**src/rtl/picoctrl_prog_mem.sv**
```systemverilog
`default_nettype none
// ============================================================================
// Module : picoctrl_prog_mem
// Loadable PicoCtrl program RAM: valid/ready load stream, 1-cycle fetch port.
// Rev    : 1.0 - initial release
// ============================================================================
module picoctrl_prog_mem #(
  parameter int                 ADDR_W   = 5,
  parameter int                 INSTR_W  = 16,
  parameter logic [INSTR_W-1:0] NOP_WORD = '0
) (
  input  logic               clk,
  input  logic               reset,
  input  logic               fetch_en,
  input  logic [ADDR_W-1:0]  fetch_addr,
  output logic [INSTR_W-1:0] fetch_data,
  output logic               fetch_valid,
  input  logic               load_start,
  input  logic [ADDR_W-1:0]  load_base,
  input  logic [ADDR_W:0]    load_len,
  input  logic [INSTR_W-1:0] load_data,
  input  logic               load_valid,
  output logic               load_ready,
  output logic               load_busy,
  output logic               load_done,
  output logic               load_err,
  output logic               prog_ok,
  output logic [INSTR_W-1:0] checksum
);

  localparam int         c_DEPTH  = 1 << ADDR_W;
  localparam logic [0:0] c_S_IDLE = 1'b0;
  localparam logic [0:0] c_S_LOAD = 1'b1;

  logic [0:0]         r_state;
  logic [0:0]         w_state_nxt;
  logic [INSTR_W-1:0] r_mem [c_DEPTH];
  logic [ADDR_W-1:0]  r_wr_ptr;
  logic [ADDR_W:0]    r_remaining;
  logic [INSTR_W-1:0] r_checksum;
  logic [INSTR_W-1:0] r_fetch_data;
  logic               r_fetch_valid;
  logic               r_load_done;
  logic               r_load_err;
  logic               r_prog_ok;

  logic w_load_ready;
  logic w_load_busy;
  logic w_len_ok;
  logic w_start_ok;
  logic w_start_err;
  logic w_accept;
  logic w_last;

  // Legal length is 1..DEPTH: nonzero, and the top bit only set for exactly DEPTH.
  assign w_len_ok    = (load_len != '0) &&
                       (!load_len[ADDR_W] || (load_len[ADDR_W-1:0] == '0));
  assign w_start_ok  = load_start && (r_state == c_S_IDLE) && w_len_ok;
  assign w_start_err = load_start && ((r_state == c_S_LOAD) || !w_len_ok);
  assign w_accept    = load_valid && w_load_ready;
  assign w_last      = w_accept && (r_remaining == {{ADDR_W{1'b0}}, 1'b1});

  always_ff @(posedge clk or posedge reset) begin
    if (reset) begin
      r_state <= c_S_IDLE;
    end else begin
      r_state <= w_state_nxt;
    end
  end

  always_comb begin
    w_state_nxt = r_state;
    case (r_state)
      c_S_IDLE: if (w_start_ok) w_state_nxt = c_S_LOAD;
      c_S_LOAD: if (w_last)     w_state_nxt = c_S_IDLE;
      default:                  w_state_nxt = c_S_IDLE;
    endcase
  end

  always_comb begin
    w_load_ready = 1'b0;
    w_load_busy  = 1'b0;
    if (r_state == c_S_LOAD) begin
      w_load_ready = 1'b1;
      w_load_busy  = 1'b1;
    end
  end

  // RAM has no reset; prog_ok masks stale contents on fetch.
  always_ff @(posedge clk) begin
    if (w_accept) begin
      r_mem[r_wr_ptr] <= load_data;
    end
  end

  always_ff @(posedge clk or posedge reset) begin
    if (reset) begin
      r_wr_ptr      <= '0;
      r_remaining   <= '0;
      r_checksum    <= '0;
      r_prog_ok     <= 1'b0;
      r_load_done   <= 1'b0;
      r_load_err    <= 1'b0;
      r_fetch_valid <= 1'b0;
      r_fetch_data  <= NOP_WORD;
    end else begin
      r_load_done <= w_last;
      r_load_err  <= w_start_err;
      if (w_start_ok) begin
        r_wr_ptr    <= load_base;
        r_remaining <= load_len;
        r_checksum  <= '0;
        r_prog_ok   <= 1'b0;
      end else if (w_accept) begin
        r_wr_ptr    <= r_wr_ptr + ADDR_W'(1);
        r_remaining <= r_remaining - {{ADDR_W{1'b0}}, 1'b1};
        r_checksum  <= r_checksum + load_data;
        if (w_last) begin
          r_prog_ok <= 1'b1;
        end
      end
      if (fetch_en && (r_state == c_S_IDLE)) begin
        r_fetch_valid <= 1'b1;
        r_fetch_data  <= r_prog_ok ? r_mem[fetch_addr] : NOP_WORD;
      end else begin
        r_fetch_valid <= 1'b0;
      end
    end
  end

  assign fetch_data  = r_fetch_data;
  assign fetch_valid = r_fetch_valid;
  assign load_ready  = w_load_ready;
  assign load_busy   = w_load_busy;
  assign load_done   = r_load_done;
  assign load_err    = r_load_err;
  assign prog_ok     = r_prog_ok;
  assign checksum    = r_checksum;

endmodule
`default_nettype wire

```
**config.mk**
```make
export PLATFORM = sky130hd
export DESIGN_NAME = picoctrl_prog_mem
export DESIGN_NICKNAME = d
export VERILOG_FILES = /design/src/rtl/picoctrl_prog_mem.sv
export SDC_FILE = /design/constraint.sdc
export NUM_CORES = 1
export LEC_CHECK = 0
export CORE_UTILIZATION = 35
export DETAILED_ROUTE_END_ITERATION = 7
export GPL_ROUTABILITY_DRIVEN = 0
export RECOVER_POWER = 100
export SLEW_MARGIN = 15
export SYNTH_ARGS = -nofsm -noshare
export SYNTH_HDL_FRONTEND = slang
export SYNTH_SLANG_ARGS = --single-unit
```
**constraint.sdc**
```tcl
create_clock -name clk -period 5.95 [get_ports clk]
set_input_delay 1.19 -clock clk [delete_from_list [all_inputs] [get_ports clk]]
set_output_delay 1.19 -clock clk [all_outputs]
set_load 0.01 [all_outputs]
```
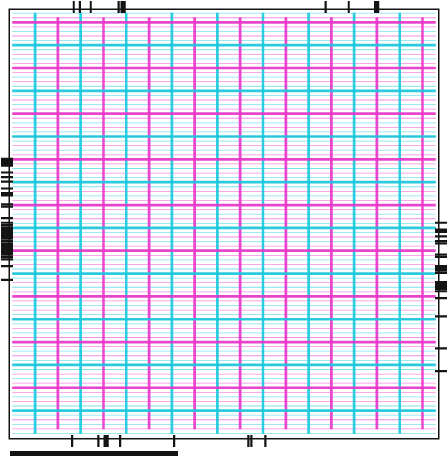
Figure 1: PDN straps and rails.
The bar under the picture is 100 um long. Pins as bars on the die edge.
Key: VSS = cyan; VDD = magenta
18 straps on met5. The core has 92 rows. 93 met1 rails follow the rows. 18 straps on met4. 75 signal pins sit on the boundary.
Die Span X: 255 um
worst vdd ir: 253 uV
Core ar.: 63100 um2

==> notes.md <==
impl run done, here's what came out: critical path fanouts, max 27, chip area line of the yosys report 22400 um2, Comb/total area 21.0%, Hold EP fetch_data[3], top cells by count 512 x edfxtp_1, 144 x mux4_2, 59 x nand2_1, 59 x nor2_1, 48 x dfrtp_1, met2 routed WL 26.0 mm, H-tree Lvls 2, FP Util 35.5%, total track usage 16.8%, Top area cell types edfxtp_1 69%, mux4_2 14%, dfrtp_1 5.4%, Synth top cell by count edfxtp_1, ANT cells 0, layout net count 1296, post-route ant nets 0, routed length on met1 23.5 mm, min cycle time layout 4460 ps, Slew Limit Fails 379, Multi-input gate area 5460 um2, register area 16600 um2, CP bufs+invs 2, clock root buffer clkbuf_16, Worst Clk Skew 21.9 ps, M2 GR Usage 27.7%, Dominant flop cell edfxtp_1, I/O Buffers 74, Post-Syn Area 22400 um2, Fillers 5671, post-CTS setup buffer count 0, Mean Syn Cell Area 20.1 um2, Plain + repair buffers 121, hold buffer count at cts 0, initial antenna violation count 2, cell type with the largest total area edfxtp_1, met3 Usage GRT 2.36%, drt initial violations 1018, Layout clock area frac 7.46%, max capacitance violation total 16, Post-DP HPWL 32.6 mm, Top cells excl fill/tap 512 x edfxtp_1, 144 x mux4_2, 59 x nand2_1, worst hold stages 2, DR vias 11.3k, Pre-Repair DR Iteration Count 5, failing checks max-capacitance violations, max-slew violations, CP Data Arrival Time 5000 ps, chip area 65000 um2, kind of critical path in2reg, CP cell instances dlygate4sd3_1 -> clkbuf_1 -> ha_1 -> a21oi_1 -> a2111oi_0 -> o21ai_0 -> and3b_1 -> o41a_1 -> nand2_1, CTS buffer count 56, sequential cell count 560, Non-Filler Instances 2131, FF-to-FF path depth 4, setup_tns 0 ps, share of the synthesized area in the top cell type 68.7%, clock buf count 67, status finished with violations, Pleak 8.36 nW, PD cells 388 nW/um2, Final Hold Viols 0, met1 Use GR 23.3%, GRT Max-Usage Layer met2, distinct lib cells 60, CP max stage cell dlygate4sd3_1, CTS tree yes, CP top delay family buffers and inverters, slew margin rel. -112%, vias per cell 5.29, Worst Path Required 6490 ps, post-synth tally of flip-flops with integrated enable 512, area delta synth->final 16.2%, Synthesized Nets 1175, routed length on met3 3.02 mm, placed cells 2025, buffering overhead 3.58%, final setup violation count 0, Post-Route WL 53.5 mm
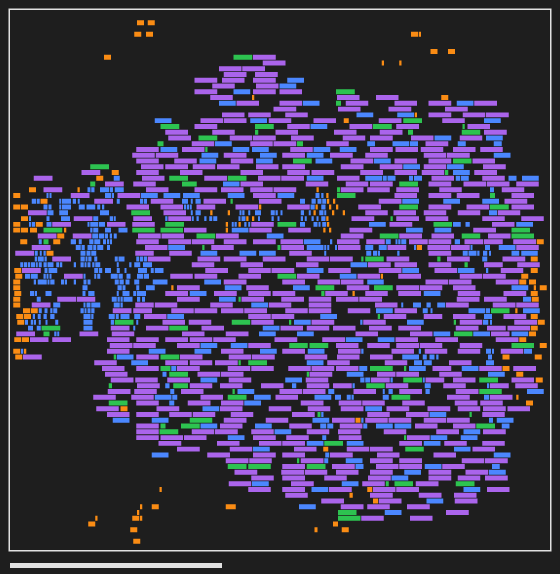
Figure 2: placed cells, one color a class.
The bar under the picture is 100 um long.
Key: other buffers and delay cells = orange [cells 121, share of their area 3.7%]; all other logic = blue [cells 498, share of their area 22%]; flops = purple [cells 560, share of their area 66%]; clock drivers and dummy loads = green [cells 106, share of their area 7.8%]
final core utilization: 41.2%
number of cell rows: 92
Seq area share: 63.7%
fin area: 26000 um2

worst register-to-register path, stage by stage (launching register included):
cell and delay, ps:
dfrtp_1 430, and2_0 710, nand2_1 520, nor2_1 720, clkbuf_1 710
cells by family (layout without fill, tap and decap cells):
kind of cell / count (synthesis) / after routing / share of synthesized area (%)
DFF: 560 / 560 / 74.1
xor gates and xnor gates: 14 / 14 / 0.548
muxes: 170 / 170 / 15.8
buffers and inverters: 68 / 237 / 1.48
and+or+nand+nor: 168 / 168 / 3.38
adders and majority gates: 22 / 22 / 1.26
AOI/OAI and AO/OA: 114 / 114 / 3.46
state kept, by name, summed over array words and instances (netlist names):
| name | count |
|---|---|
| load_done | 1 |
| fetch_data | 16 |
| fetch_valid | 1 |
| r_wr_ptr | 5 |
| r_mem | 512 |
| load_err | 1 |
| r_state | 1 |
| prog_ok | 1 |
| checksum | 16 |
| r_remaining | 6 |
where the power goes:
part	switching, mW	leakage, nW	internal, mW
clock	1.51	0.934	2.17
combinational	0.926	2.21	0.640
sequential	0.230	5.22	4.62
worst max-delay path by stage:
| stage | cells after the start | slack (ps) | startpoint | end |
|---|---|---|---|---|
| after global routing | 9 | 1190 | load_data[6] | checksum[15] |
| after global placement | 8 | 1800 | load_data[5] | checksum[13] |
| final | 9 | 1490 | load_data[1] | checksum[15] |
| after CTS | 8 | 2390 | load_data[5] | checksum[15] |
| after detailed placement | 8 | 1740 | load_data[5] | checksum[13] |
| after floorplan | 8 | 2670 | load_data[0] | checksum[14] |
through the flow:
stage | utilization (%) | setup slack, ps
after floorplan | - | 2670
after global placement | 38.5 | 1800
after detailed placement | 38.5 | 1740
after CTS | 41.6 | 2390
after global routing | 41.2 | 1190
final | 41.2 | 1490
Power and IR drop assume default switching activity.
